[config.mk]
export PLATFORM = sky130hd
export DESIGN_NAME = mem_write_arbiter
export DESIGN_NICKNAME = d
export VERILOG_FILES = /design/src/rtl/mem_write_arbiter.sv
export SDC_FILE = /design/constraint.sdc
export NUM_CORES = 1
export LEC_CHECK = 0
export CORE_MARGIN = 4
export CORE_UTILIZATION = 38
export CTS_CLUSTER_SIZE = 14
export DETAILED_ROUTE_END_ITERATION = 8
export GPL_TIMING_DRIVEN = 1
export PLACE_DENSITY = 0.81
export SYNTH_ARGS = -nofsm -noshare
export SYNTH_HDL_FRONTEND = slang
export SYNTH_SLANG_ARGS = --single-unit
[constraint.sdc]
create_clock -name clk -period 10.7 [get_ports clk]
set_clock_uncertainty 0.15 [all_clocks]
set_input_delay 1.07 -clock clk [delete_from_list [all_inputs] [get_ports clk]]
set_output_delay 1.07 -clock clk [all_outputs]
set_load 0.1 [all_outputs]
[src/rtl/mem_write_arbiter.sv]
// mem_write_arbiter: serializes same-address lane writes, highest lane wins.
// Optional conflict counter: define MEM_WRITE_ARB_CONFLICT_CNT_EN.
module mem_write_arbiter #(
   parameter int LANES      = 4,
   parameter int MEM_DEPTH  = 256,
   parameter int ADDR_WIDTH = $clog2(MEM_DEPTH),
   parameter int DATA_WIDTH = 32
) (
   input  logic                                 clk,
   input  logic                                 rst,
   input  logic                                 req_valid,
   output logic                                 req_ready,
   input  logic [LANES-1:0]                     req_mask,
   input  logic [LANES-1:0][ADDR_WIDTH-1:0]     req_addr,
   input  logic [LANES-1:0][DATA_WIDTH-1:0]     req_data,
   output logic [LANES-1:0]                     mem_write_en,
   output logic [LANES-1:0][ADDR_WIDTH-1:0]     mem_write_addr,
   output logic [LANES-1:0][DATA_WIDTH-1:0]     mem_write_data,
   output logic                                 busy,
   output logic                                 done
`ifdef MEM_WRITE_ARB_CONFLICT_CNT_EN
   ,
   output logic [15:0]                          conflict_cnt
`endif
);

   typedef enum logic {
      IDLE,
      ISSUE
   } state_t;

   state_t                           state;
   logic [LANES-1:0]                 pend;
   logic [LANES-1:0][ADDR_WIDTH-1:0] lat_addr;
   logic [LANES-1:0][DATA_WIDTH-1:0] lat_data;
   logic                             done_q;
   logic [LANES-1:0]                 grant;
   logic [LANES-1:0]                 rest;
   logic                             fire;

`ifdef MEM_WRITE_ARB_CONFLICT_CNT_EN
   logic                             first_q;
`endif

   assign fire = req_valid && (state == IDLE);

   // A lane waits while any lower pending lane targets the same word.
   always_comb begin
      grant = '0;
      for (int i = 0; i < LANES; i++) begin
         grant[i] = pend[i] && (state == ISSUE);
         for (int j = 0; j < i; j++) begin
            if (pend[j] && (lat_addr[j] == lat_addr[i]))
               grant[i] = 1'b0;
         end
      end
   end

   assign rest           = pend & ~grant;
   assign mem_write_en   = grant;
   assign mem_write_addr = lat_addr;
   assign mem_write_data = lat_data;
   assign req_ready      = (state == IDLE);
   assign busy           = (state == ISSUE);
   assign done           = done_q;

   always_ff @(posedge clk) begin
      if (fire) begin
         lat_addr <= req_addr;
         lat_data <= req_data;
      end
   end

   always_ff @(posedge clk) begin
      if (rst) begin
         state  <= IDLE;
         pend   <= '0;
         done_q <= 1'b0;
      end else begin
         done_q <= 1'b0;
         unique case (state)
            IDLE: begin
               if (fire) begin
                  if (req_mask == '0) begin
                     done_q <= 1'b1;
                  end else begin
                     pend  <= req_mask;
                     state <= ISSUE;
                  end
               end
            end
            ISSUE: begin
               pend <= rest;
               if (rest == '0) begin
                  state  <= IDLE;
                  done_q <= 1'b1;
               end
            end
            default: state <= IDLE;
         endcase
      end
   end

`ifdef MEM_WRITE_ARB_CONFLICT_CNT_EN
   // Every ISSUE cycle beyond the first one of a batch is a collision stall.
   always_ff @(posedge clk) begin
      if (rst) begin
         conflict_cnt <= '0;
         first_q      <= 1'b0;
      end else begin
         if (fire && (req_mask != '0))
            first_q <= 1'b1;
         else if (state == ISSUE)
            first_q <= 1'b0;
         if ((state == ISSUE) && !first_q && (conflict_cnt != 16'hFFFF))
            conflict_cnt <= conflict_cnt + 16'd1;
      end
   end
`endif

endmodule
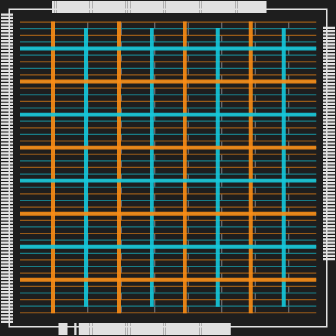
*PDN straps and rails*
Pins as bars on the die edge. Tap cells in grey.
VDD -> cyan
VSS -> orange
tap cells = 184
rows = 44
met4 straps = 8
signal pins = 334
met5 straps = 8

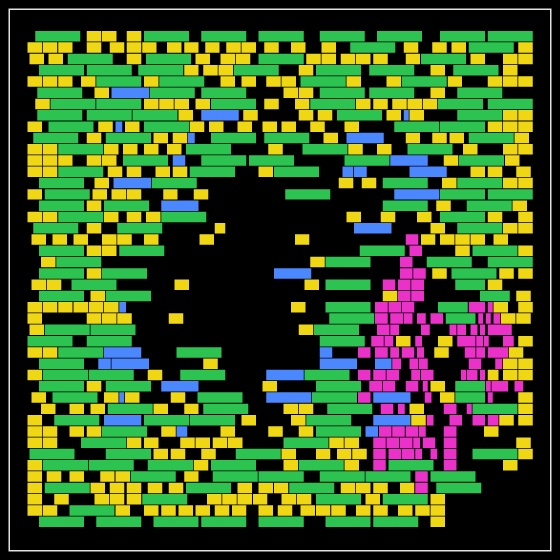
*Placement by cell class*
remaining buffers and delay cells -> yellow  # cells 335, share of their area 35%
clock drivers and dummy loads -> blue  # cells 32, share of their area 6.0%
registers -> green  # cells 166, share of their area 51%
remaining logic cells -> magenta  # cells 98, share of their area 7.7%

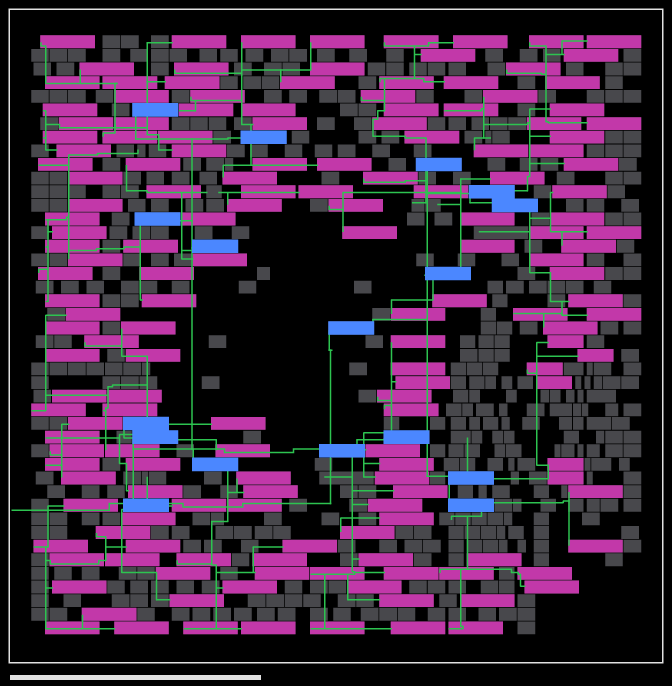
*Routed clock nets over the placement*
Bar = 50 um.
clock-net drivers -> blue  # count 17
clock wires -> green  # length 1820 um
flip-flops -> magenta  # count 166
flops lie = all over the die
routed clock nets = 18
P_clk: 0.597 mW
clock share of power: 32.2%
worst skew pair latency: 0.41 ns

==> impl_metrics.env <==
# physical design summary
export IMPL_max_freq_mhz=253.8
export IMPL_die_h_um=130.1
export IMPL_hold_viol_final=0
export IMPL_cp_startpoint="mem_write_addr[11]$_DFFE_PP_"
export IMPL_top_logic_kind="XOR/XNOR gates"
export IMPL_finalSetupViolations=0
export IMPL_required_ns=9.48
export IMPL_synthesis_area_um2=5665
export IMPL_flop_count=166
export IMPL_synth_compound_area_share_pct=1.590
export IMPL_top_area_share_pct=84.81
export IMPL_mux_share_pct=0
export IMPL_internal_power_mw=1.239
export IMPL_syn_to_final_growth_pct=73.26
export IMPL_buffers=335
export IMPL_drv_slew=0
export IMPL_warning_count=26
export IMPL_seq_area_um2=4925
export IMPL_hp_class="reg2reg"
export IMPL_holdPathStages=2
export IMPL_cts_setup_buffers=0
export IMPL_place_area_um2=9238
export IMPL_maxPowerGroup="sequential cells"
export IMPL_hp_start="pend[2]$_SDFFE_PP0P_"
export IMPL_synth_most_common_cell="edfxtp_1"
export IMPL_n_fill_cell=977
export IMPL_logic_gates=97
export IMPL_num_rows=44
export IMPL_peakVddDrop_mv=0.1264
export IMPL_end_kind="output pin"
export IMPL_fin_nets=785
export IMPL_wl_met2_um=8825
export IMPL_critPathSlowestCell="clkdlybuf4s50_1"
export IMPL_layout_nonclk_buf_share_pct=34.11
export IMPL_cap_viol_max_count=0
export IMPL_numCtsBuffers=17
export IMPL_postCtsHoldBufs=0
export IMPL_boundaryPins=334
export IMPL_vias=3821
export IMPL_path_cells="xor2_1, nor4_1, nand4_1, nand3_1, nor2_1, clkdlybuf4s50_1"
export IMPL_p_switching_mw=0.6113
export IMPL_portBuffers=333
export IMPL_wl_per_cell_um=20.49
export IMPL_top_area_cell="edfxtp_1"
export IMPL_cts_tree="done"
export IMPL_relSlewSlack_pct=28.77
export IMPL_detail_route_antenna_nets=0
export IMPL_period_used_pct=36.83
export IMPL_grt_max_degree=83
export IMPL_whs_ns=0.3740
export IMPL_power_density_nw_per_um2=188.5
export IMPL_dr_first_iter_drc_count=237
export IMPL_yosys_cells=265
export IMPL_dp_cells=783
export IMPL_dp_slack_ns=6.569
export IMPL_syn_area_per_cell_um2=21.38
export IMPL_final_cell_mix="clkdlybuf4s50_1, edfxtp_1, xor2_1, clkbuf_16, xnor2_1"
export IMPL_critical_path_class="reg2out"
export IMPL_setup_ws_ns=6.759
export IMPL_flop_cell="edfxtp_1"
export IMPL_routabilityCongestion=0.9288
export IMPL_outcome="completed"
export IMPL_htreeDepth=4
export IMPL_clkbuf_count=19
export IMPL_highest_layer="met5"
export IMPL_seq_power_mw=0.788
export IMPL_grt_pass1_wl_um=22940
Power figures rest on the tool's default switching activity, not on a simulated workload.
